`src/rtl/riscv_pkg.sv`:
```
// Shared encodings for the writeback path: result-source selects, load
// funct3 codes and the writeback FSM state type.
package riscv_pkg;

    localparam logic [1:0] WB_ALU = 2'd0;
    localparam logic [1:0] WB_MEM = 2'd1;
    localparam logic [1:0] WB_PC4 = 2'd2;

    localparam logic [2:0] F3_LB  = 3'b000;
    localparam logic [2:0] F3_LH  = 3'b001;
    localparam logic [2:0] F3_LW  = 3'b010;
    localparam logic [2:0] F3_LD  = 3'b011;
    localparam logic [2:0] F3_LBU = 3'b100;
    localparam logic [2:0] F3_LHU = 3'b101;
    localparam logic [2:0] F3_LWU = 3'b110;

    typedef enum logic [1:0] {
        ST_IDLE     = 2'd0,
        ST_WAIT_MEM = 2'd1,
        ST_WRITE    = 2'd2
    } wb_state_t;

endpackage

```
`src/rtl/load_extend.sv`:
```
// Combinational load lane extraction: picks the byte/half/word/double
// addressed by the offset from an aligned doubleword and sign/zero-extends it.
module load_extend
    import riscv_pkg::*;
#(
    parameter int XLEN = 64
) (
    input  logic [2:0]      funct3,
    input  logic [2:0]      offset,
    input  logic [XLEN-1:0] rdata,
    output logic [XLEN-1:0] result
);

    logic [7:0]  byte_lane;
    logic [15:0] half_lane;
    logic [31:0] word_lane;

    // Halfword and word lanes ignore the low offset bits (naturally aligned).
    assign byte_lane = rdata[{offset, 3'b000} +: 8];
    assign half_lane = rdata[{offset[2:1], 4'b0000} +: 16];
    assign word_lane = rdata[{offset[2], 5'b00000} +: 32];

    always_comb begin
        result = '0;
        case (funct3)
            F3_LB:   result = {{(XLEN-8){byte_lane[7]}}, byte_lane};
            F3_LH:   result = {{(XLEN-16){half_lane[15]}}, half_lane};
            F3_LW:   result = {{(XLEN-32){word_lane[31]}}, word_lane};
            F3_LD:   result = rdata;
            F3_LBU:  result = {{(XLEN-8){1'b0}}, byte_lane};
            F3_LHU:  result = {{(XLEN-16){1'b0}}, half_lane};
            F3_LWU:  result = {{(XLEN-32){1'b0}}, word_lane};
            default: result = '0;
        endcase
    end

endmodule

```
`src/rtl/writeback_stage.sv`:
```
// Register-file write side: holds one completed instruction, waits for load
// data when needed, and drives a registered write port plus a retire pulse.
module writeback_stage
    import riscv_pkg::*;
#(
    parameter int XLEN = 64
) (
    input  logic            clk,
    input  logic            reset,
    input  logic            ex_valid,
    output logic            ex_ready,
    input  logic            ex_regwrite,
    input  logic [1:0]      ex_wb_sel,
    input  logic [2:0]      ex_funct3,
    input  logic [4:0]      ex_rd,
    input  logic [XLEN-1:0] ex_alu_result,
    input  logic [XLEN-1:0] ex_pc_plus4,
    input  logic            mem_rvalid,
    input  logic [XLEN-1:0] mem_rdata,
    output logic            Control_RegWrite,
    output logic [4:0]      WriteRegister,
    output logic [XLEN-1:0] WriteData,
    output logic            retire,
    output wb_state_t       fsm_state
);

    // Handshake: an instruction transfers on a rising edge where ex_valid
    // and ex_ready are both high; ex_ready is high only in IDLE.

    wb_state_t       state_q, state_d;
    logic [4:0]      rd_q;
    logic            regwrite_q;
    logic [2:0]      funct3_q;
    logic [2:0]      offset_q;

    logic            enter_write;
    logic [4:0]      wr_rd;
    logic            wr_regwrite;
    logic [XLEN-1:0] wr_data;
    logic [XLEN-1:0] load_result;

    load_extend #(.XLEN(XLEN)) u_load_extend (
        .funct3 (funct3_q),
        .offset (offset_q),
        .rdata  (mem_rdata),
        .result (load_result)
    );

    assign ex_ready  = (state_q == ST_IDLE);
    assign fsm_state = state_q;

    // The write-port registers are loaded on the edge that enters WRITE, so
    // they are already valid for the whole WRITE cycle.
    always_comb begin
        state_d     = state_q;
        enter_write = 1'b0;
        wr_rd       = rd_q;
        wr_regwrite = regwrite_q;
        wr_data     = WriteData;
        case (state_q)
            ST_IDLE: begin
                if (ex_valid) begin
                    if (ex_wb_sel == WB_MEM) begin
                        state_d = ST_WAIT_MEM;
                    end else begin
                        state_d     = ST_WRITE;
                        enter_write = 1'b1;
                        wr_rd       = ex_rd;
                        wr_regwrite = ex_regwrite;
                        // Reserved select 3 falls through to the ALU result.
                        wr_data     = (ex_wb_sel == WB_PC4) ? ex_pc_plus4 : ex_alu_result;
                    end
                end
            end
            ST_WAIT_MEM: begin
                if (mem_rvalid) begin
                    state_d     = ST_WRITE;
                    enter_write = 1'b1;
                    wr_data     = load_result;
                end
            end
            ST_WRITE: state_d = ST_IDLE;
            default:  state_d = ST_IDLE;
        endcase
    end

    always_ff @(posedge clk) begin
        if (reset) begin
            state_q          <= ST_IDLE;
            rd_q             <= '0;
            regwrite_q       <= 1'b0;
            funct3_q         <= '0;
            offset_q         <= '0;
            Control_RegWrite <= 1'b0;
            retire           <= 1'b0;
            WriteRegister    <= '0;
            WriteData        <= '0;
        end else begin
            state_q <= state_d;
            if (ex_valid && ex_ready) begin
                rd_q       <= ex_rd;
                regwrite_q <= ex_regwrite;
                funct3_q   <= ex_funct3;
                offset_q   <= ex_alu_result[2:0];
            end
            // x0 is hardwired to zero, so its write enable is suppressed here.
            Control_RegWrite <= enter_write && wr_regwrite && (wr_rd != 5'd0);
            retire           <= enter_write;
            if (enter_write) begin
                WriteRegister <= wr_rd;
                WriteData     <= wr_data;
            end
        end
    end

endmodule

```
`config.mk`:
```
export PLATFORM = sky130hd
export DESIGN_NAME = writeback_stage
export DESIGN_NICKNAME = d
export VERILOG_FILES = /design/src/rtl/riscv_pkg.sv /design/src/rtl/load_extend.sv /design/src/rtl/writeback_stage.sv
export SDC_FILE = /design/constraint.sdc
export NUM_CORES = 1
export LEC_CHECK = 0
export ABC_AREA = 1
export CAP_MARGIN = 20
export CORE_MARGIN = 10
export CORE_UTILIZATION = 25
export DETAILED_ROUTE_END_ITERATION = 8
export DONT_BUFFER_PORTS = 1
export PLACE_DENSITY = 0.45
export SYNTH_ARGS = -nofsm -noshare
export SYNTH_HDL_FRONTEND = slang
export SYNTH_SLANG_ARGS = --single-unit
```
`constraint.sdc`:
```
create_clock -name clk -period 2.5 [get_ports clk]
set_input_delay 0.25 -clock clk [delete_from_list [all_inputs] [get_ports clk]]
set_output_delay 0.25 -clock clk [all_outputs]
set_load 0.02 [all_outputs]
```
**Run 1: routed metal per tile**

The bar under the picture is 50 um long. 36 x 36 tiles, from black (low) to pale yellow (high), scaled to the fullest tile. Values are wire area over tile area, all layers added.
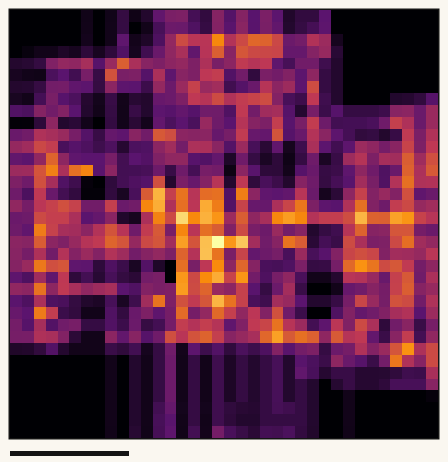
fullest tile	0.57
tiles over half the peak	16%
nearly empty tiles	15%
densest ninth of the die	center
emptiest ninth of the die	lower left
WL/cell: 22.0 um
routed vias: 7106
drt total wl: 30100 um
gr usage total: 18.0%

**Run 1: cell classes on the final placement**

Fill, decap, tap and diode cells in gray.
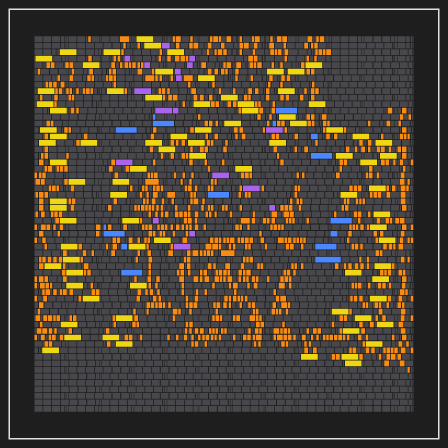
class	color	cells	share of their area
remaining buffers and delay cells	purple	18	3.5%
remaining logic cells	orange	917	65%
registers	yellow	85	27%
clock drivers and dummy loads	blue	16	4.6%

==> results.tsv, run 1 <==
metric	value	unit
Final Max Tran Viols	0	
# DRC	0	
chip area	0.0322	sq mm
worst-case clock buffer depth	2	
worst hold path startpoint	ex_rd[0]	
launching point of the worst reg2reg path	fsm_state[0]	
Post-Place Cells	1349	
GR peak layer	met2	
first-pass detailed-route iteration total	6	
Top Metal Used	met5	
Seq pwr share	41.5	%
total CTS buffers	9	
cell type taking the most area	multi-input combinational cells	
warning total across the stage logs	26	
Final Non-Filler Cells	1368	
postcts setup bufs	0	
CP Capture Point	WriteData[31]	
Flop Count	85	
mux share	0	%
Int Pwr	2.64	mW
CP Depth	9	
RSZ-0062 raised after global routing	no	
drt via density	5.19	
Top cells excl fill/tap	nand2_1 (225), o21ai_0 (188), nor2_1 (131)	
Max-Slew Margin vs Limit	50.8	%
first-pass GRT wire length	45600	um
top power group	registers	
max reg flops	64	
worst-path fanout max	57	
worst hold slack	0.0442	ns
Register-to-Register Path Depth	9	
final worst-path cycle share	83.7	%
Yosys Chip Area	0.00636	sq mm
sink of the worst hold path	rd_q[0]	
Async S/R FF share, synth	0	%
Seq/Total Area, Yosys	26.7	%
most flop-heavy register	WriteData	
overall die height	180	um
Syn. warnings	0	
post-place instance area	0.00653	sq mm
top cell family by delay on the critical path	simple AND/OR/NAND/NOR gates	
Detailed Route Iter0 Violations	551	
syn_nets	1299	
Comb/total area	55.5	%
Commonest Layout Cell	nand2_1	
Max Freq	0.478	GHz
crit-path cells	nor2_2, nand2_2, inv_2, nand2_2, nand2_4, buf_12, o21ai_0, inv_1, a21oi_1	
filler instances	2989	
CP Class	flip-flop to flip-flop	
Metal-1 WL	12500	um
CP Launch Point	fsm_state[0]	
Buf+Inv Stages, Crit Path	3	
Psw	1.60	mW
Post-DP HPWL	23500	um
Final #Nets	1238	
vias in the first global route	7172	
die width	180	um
Met3 Wirelength	2900	um
Top cells by area	dfxtp_1 (27%), o21ai_0 (15%), nand2_1 (13%)	
Clock Power	1.39	mW
global placement routability congestion	0.919	
aoi share	30.8	%
clock network share of area	4.28	%
Largest regs	WriteData x64, WriteRegister x5, rd_q x5	
htree depth	3	
clk latency late pin	0.35	ns
pwr dens	620	mW/mm^2
Post-DRT Antenna Nets	0	
antenna cells	2	
CTS tree	done	
comb pwr	1.09	mW
Port Buffer Count	0	
post-synth top area cell	dfxtp_1	
maximum vdd drop	0.000268	V
CTS root buf	clkbuf_16	
initial antenna violation count	3	
hold depth	2	
total grt overflow	0	
hold crit path type	input pin to flip-flop	
clock network fraction of total power	32.8	%
Basic Gates by Area	28.5	%
xor/xnor share	0	%
fin worst setup slack	0.407	ns
Yosys top cell by instances	nand2_1	
Most common cell on crit path	nand2_2	
crit path time final	2.09	ns
clock buf count	11	
EDFF count, synth	0	
CP startpoint kind	flip-flop	
M2 GR Usage	29.7	%
Setup TNS Final	0	ns
Fin Clk Skew	0.00979	ns
Syn Inst Count	1092	
Top logic family	AND-OR/OR-AND gates	
dominant register cell	dfxtp_1	
synth cell count leaders	nand2_1 (226), o21ai_0 (188), nor2_1 (133), inv_1 (100), a21oi_1 (87)	
status	complete, no violations	
# IOs	281	
Worst EP arrival	2.33	ns
Area Overhead vs Synth	7.49	%
largest net degree at the start of global routing	66	
adder share	0	%
worst slew pin tran	0.738	ns
Reg clk slew, reported paths	0.07	ns
Placement Setup Slack	0.410	ns
element type at the critical path end	flip-flop	
R2R Setup Slk	0.41	ns
Sequential cell area	0.00170	sq mm
critical path's largest stage delay	0.40	ns
Comb gate area	0.00379	sq mm
Synth Register Bits	85	
end of the worst register-to-register path	WriteData[31]	
CP max-delay cell	dfxtp_1	
CP required	2.74	ns
Net Sw Frac	37.8	%
Resize count post-CTS	0	
met1 Resource Use GR	20.9	%
Finished Cell Area	0.00684	sq mm
static leakage	3.07	nW
clk sink count	85	
Mapped Area	0.00636	sq mm
hold buffer count at CTS	1	
met2 wire length	14000	um
max cap viols	0	
total chip power	4.24	mW
met3 Usage GRT	7.25	%
combinational share of power	25.8	%
Syn Area/Cell	5.83	sq um
signal buffers share of area	3.29	%
inverter count	107	
final setup violation count	0	
yosys cell count	1092	
Netlist cell types	29	
**Run 1: a small window of the routed layout**

The bar under the picture is 20 um long. Region (20, 20) to (70, 70) um. Cells in gray, sequential cells in the stronger gray; small squares are vias.
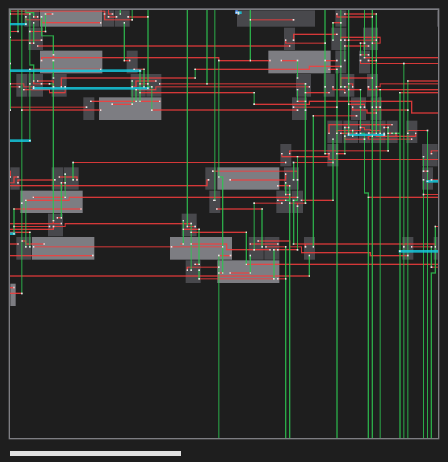
layer	color
M2	green
M1	red
M4	blue
M3	cyan
cells with their middle in the window	60
most frequent	nand2_1 (16), o21ai_0 (10)
netlist names of flops here include	WriteData (9)
sequential cells in the window	9

**Run 1: cell outlines without signal wires**

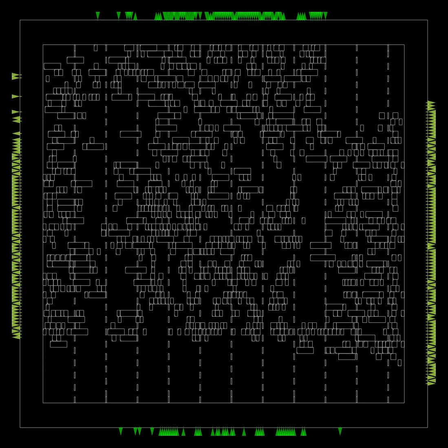
final core utilization: 27.2%
core area: 0.0251 sq mm
Seq/total area: 24.9%
num rows: 58
Tapcells: 330

==> run 2, diff against run 1 <==
--- a/config.mk
+++ b/config.mk
@@ -11,7 +11,7 @@
 export CORE_UTILIZATION = 25
 export DETAILED_ROUTE_END_ITERATION = 8
 export DONT_BUFFER_PORTS = 1
-export PLACE_DENSITY = 0.45
+export PLACE_DENSITY = 0.47
 export SYNTH_ARGS = -nofsm -noshare
 export SYNTH_HDL_FRONTEND = slang
 export SYNTH_SLANG_ARGS = --single-unit
==> constraint.sdc (replaced) <==
create_clock -name clk -period 1.79 [get_ports clk]
set_input_delay 0.179 -clock clk [delete_from_list [all_inputs] [get_ports clk]]
set_output_delay 0.179 -clock clk [all_outputs]
set_load 0.02 [all_outputs]
**Run 2: cell outlines without signal wires**

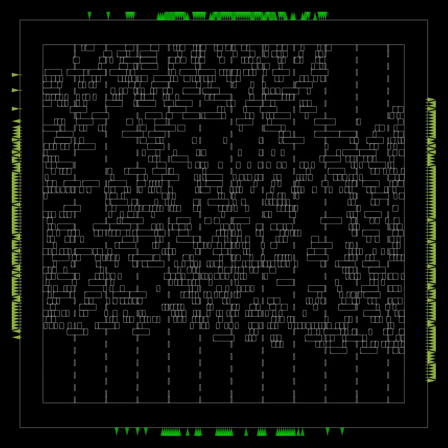
Final Non-Filler Cells: 1402
Seq/total area: 23.4%

==> results.tsv, run 2 <==
metric	value	unit
clock network fraction of total power	32.7	%
CP Capture Point	WriteData[10]	
Comb/total area	52.3	%
Seq/Total Area, Yosys	26.7	%
hold depth	3	
M2 GR Usage	28.5	%
crit-path cells	buf_12, nand2_1, nand3_1, nand3_1, nand2_2, nand2_4, buf_12, nand2_1, a21oi_2, nor2_1	
clk latency late pin	0.35	ns
Placement Setup Slack	0.0179	ns
Fin Clk Skew	0.00968	ns
sink of the worst hold path	fsm_state[0]	
first-pass detailed-route iteration total	5	
core area	0.0251	sq mm
Mapped Area	0.00636	sq mm
Net Sw Frac	37.0	%
Comb gate area	0.00382	sq mm
Max Freq	0.612	GHz
final setup violation count	0	
Metal-1 WL	12700	um
GR peak layer	met2	
overall die height	180	um
Seq pwr share	39.6	%
num rows	58	
CTS tree	done	
xor/xnor share	0	%
Clock Power	2.03	mW
Syn. warnings	0	
Synth Register Bits	85	
worst-case clock buffer depth	2	
final core utilization	29.1	%
final worst-path cycle share	91.3	%
vias in the first global route	6932	
Post-DRT Antenna Nets	0	
Tapcells	330	
adder share	0	%
CP max-delay cell	dfxtp_4	
Yosys Chip Area	0.00636	sq mm
total CTS buffers	9	
met1 Resource Use GR	20.9	%
Netlist cell types	29	
CP startpoint kind	flip-flop	
Basic Gates by Area	28.5	%
# DRC	0	
Finished Cell Area	0.00730	sq mm
warning total across the stage logs	26	
Sequential cell area	0.00171	sq mm
status	complete, no violations	
# IOs	281	
hold buffer count at CTS	7	
chip area	0.0322	sq mm
Largest regs	WriteData x64, WriteRegister x5, rd_q x5	
fin worst setup slack	0.156	ns
static leakage	3.32	nW
inverter count	107	
yosys cell count	1092	
mux share	0	%
Syn Inst Count	1092	
end of the worst register-to-register path	WriteData[10]	
global placement routability congestion	0.904	
Reg clk slew, reported paths	0.07	ns
comb pwr	1.71	mW
worst hold path startpoint	mem_rvalid	
Met3 Wirelength	2690	um
RSZ-0062 raised after global routing	no	
drt via density	5.10	
CTS root buf	clkbuf_16	
worst hold slack	0.0313	ns
Final #Nets	1274	
initial antenna violation count	0	
R2R Setup Slk	0.16	ns
element type at the critical path end	flip-flop	
die width	180	um
Commonest Layout Cell	nand2_1	
max cap viols	0	
Top Metal Used	met4	
Final Max Tran Viols	0	
clock network share of area	4.35	%
**Run 2: routed metal per tile**

The bar under the picture is 50 um long. 36 x 36 tiles, from black (low) to pale yellow (high), scaled to the fullest tile. Values are wire area over tile area, all layers added.
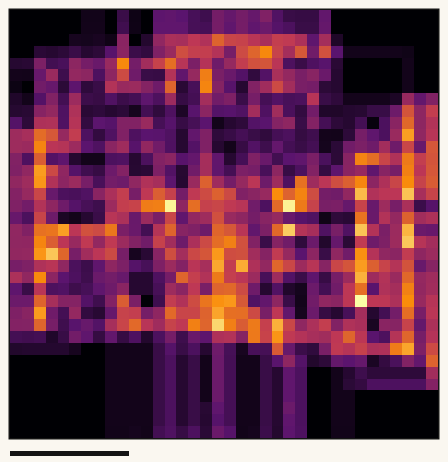
emptiest ninth of the die	lower left
mean over tiles	0.15
nearly empty tiles	13%
tiles over half the peak	16%
drt total wl: 29700 um
routed vias: 7157
gr usage total: 17.2%

==> run 3, diff against run 2 <==
--- a/config.mk
+++ b/config.mk
@@ -10,8 +10,7 @@
 export CORE_MARGIN = 10
 export CORE_UTILIZATION = 25
 export DETAILED_ROUTE_END_ITERATION = 8
-export DONT_BUFFER_PORTS = 1
-export PLACE_DENSITY = 0.47
+export PLACE_DENSITY = 0.61
 export SYNTH_ARGS = -nofsm -noshare
 export SYNTH_HDL_FRONTEND = slang
 export SYNTH_SLANG_ARGS = --single-unit
**Run 3: sequential cells grouped by signal name**

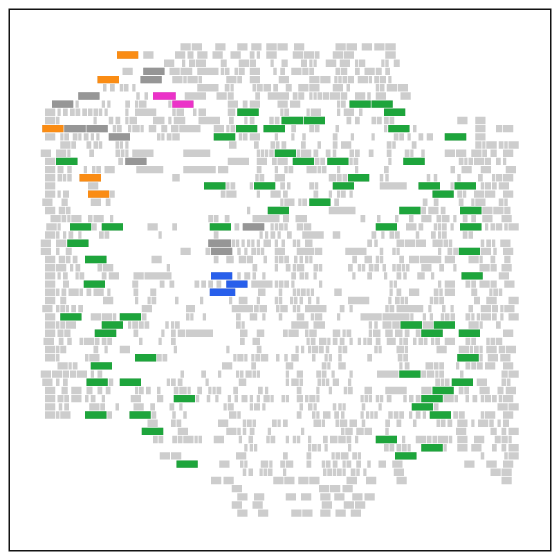
signal	color	sequential cells
WriteRegister	orange	5
fsm_state	magenta	2
offset_q	blue	3
WriteData	green	64

==> results.tsv, run 3 <==
metric	value	unit
Comb/total area	37.2	%
antenna cells	1	
final worst-path cycle share	93.7	%
Async S/R FF share, synth	0	%
Syn. warnings	0	
Buf+Inv Stages, Crit Path	1	
initial antenna violation count	3	
Tapcells	330	
crit-path cells	buf_12, a21oi_1, o21ai_0, nand3_1, nand2_1, a21oi_1	
Yosys top cell by instances	nand2_1	
Syn Area/Cell	5.83	sq um
worst slew pin tran	0.493	ns
clk sink count	85	
Top cells by area	dfxtp_1 (27%), o21ai_0 (15%), nand2_1 (13%)	
inverter count	107	
Final #Nets	1573	
synth cell count leaders	nand2_1 (226), o21ai_0 (188), nor2_1 (133), inv_1 (100), a21oi_1 (87)	
# IOs	281	
sink of the worst hold path	rd_q[2]	
adder share	0	%
Post-DRT Antenna Nets	0	
Register-to-Register Path Depth	6	
clock network share of area	2.91	%
Met3 Wirelength	2360	um
pwr dens	686	mW/mm^2
yosys cell count	1092	
warning total across the stage logs	26	
Syn Inst Count	1092	
element type at the critical path end	flip-flop	
Psw	2.49	mW
hold crit path type	input pin to flip-flop	
CP Depth	6	
worst hold path startpoint	ex_rd[2]	
gr usage total	18.7	%
Detailed Route Iter0 Violations	575	
Seq pwr share	31.3	%
end of the worst register-to-register path	WriteData[3]	
global placement routability congestion	0.941	
RSZ-0062 raised after global routing	no	
CTS tree	done	
first-pass GRT wire length	48800	um
core area	0.0251	sq mm
mux share	0	%
Top cells excl fill/tap	clkdlybuf4s50_1 (280), nand2_1 (224), o21ai_0 (187)	
Seq/Total Area, Yosys	26.7	%
total CTS buffers	9	
total chip power	7.01	mW
die width	180	um
Placement Setup Slack	-0.105	ns
overall die height	180	um
max cap viols	0	
dominant register cell	dfxtp_1	
Most common cell on crit path	a21oi_1	
Area Overhead vs Synth	60.7	%
vias in the first global route	8282	
post-synth top area cell	dfxtp_1	
aoi share	30.8	%
largest net degree at the start of global routing	65	
Yosys Chip Area	0.00636	sq mm
most flop-heavy register	WriteData	
R2R Setup Slk	0.11	ns
num rows	58	
final setup violation count	0	
CP startpoint kind	flip-flop	
WL/cell	18.6	um
Clock Power	1.96	mW
critical path's largest stage delay	0.45	ns
Netlist cell types	29	
Top logic family	AND-OR/OR-AND gates	
post-place instance area	0.00990	sq mm
Int Pwr	4.53	mW
Commonest Layout Cell	clkdlybuf4s50_1	
postcts setup bufs	0	
Fin Clk Skew	0.00771	ns
EDFF count, synth	0	
Top Metal Used	met5	
Mapped Area	0.00636	sq mm
Port Buffer Count	280	
worst-path fanout max	35	
clock buf count	10	
Worst EP arrival	1.92	ns
Basic Gates by Area	28.5	%
drt total wl	31600	um
top cell family by delay on the critical path	AND-OR/OR-AND gates	
launching point of the worst reg2reg path	offset_q[2]	
Comb gate area	0.00380	sq mm
Finished Cell Area	0.0102	sq mm
Reg clk slew, reported paths	0.07	ns
worst-case clock buffer depth	2	
Sequential cell area	0.00171	sq mm
comb pwr	2.85	mW
clock network fraction of total power	28.0	%
xor/xnor share	0	%
met1 Resource Use GR	22.9	%
CP Launch Point	offset_q[2]	
CP max-delay cell	dfxtp_1	
hold buffer count at CTS	0	
total grt overflow	0	
Net Sw Frac	35.5	%
Largest regs	WriteData x64, WriteRegister x5, rd_q x5	
hold depth	3	
M2 GR Usage	31.6	%
Resize count post-CTS	1	
Final Max Tran Viols	0	
maximum vdd drop	0.000500	V
Metal-1 WL	14000	um
worst hold slack	0.382	ns
chip area	0.0322	sq mm
combinational share of power	40.7	%
routed vias	8309	
CTS root buf	clkbuf_16	
Synth Register Bits	85	
first-pass detailed-route iteration total	5	
signal buffers share of area	35.1	%
syn_nets	1299	
status	complete, no violations	
static leakage	4.47	nW
cell type taking the most area	multi-input combinational cells	
fin worst setup slack	0.112	ns
CP required	2.03	ns
htree depth	3	
drt via density	4.88	
Post-Place Cells	1685	
CP Class	flip-flop to flip-flop	
met2 wire length	14800	um
max reg flops	64	
# DRC	0	
Max-Slew Margin vs Limit	67.1	%
Post-DP HPWL	25100	um
Max Freq	0.596	GHz
**Run 3: cell outlines without signal wires**

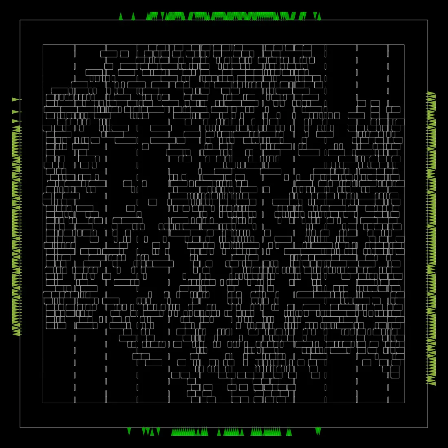
Final Non-Filler Cells: 1702
final core utilization: 40.7%
Flop Count: 85
Seq/total area: 16.7%
filler instances: 2766

Power is estimated from default activity; no workload was simulated.
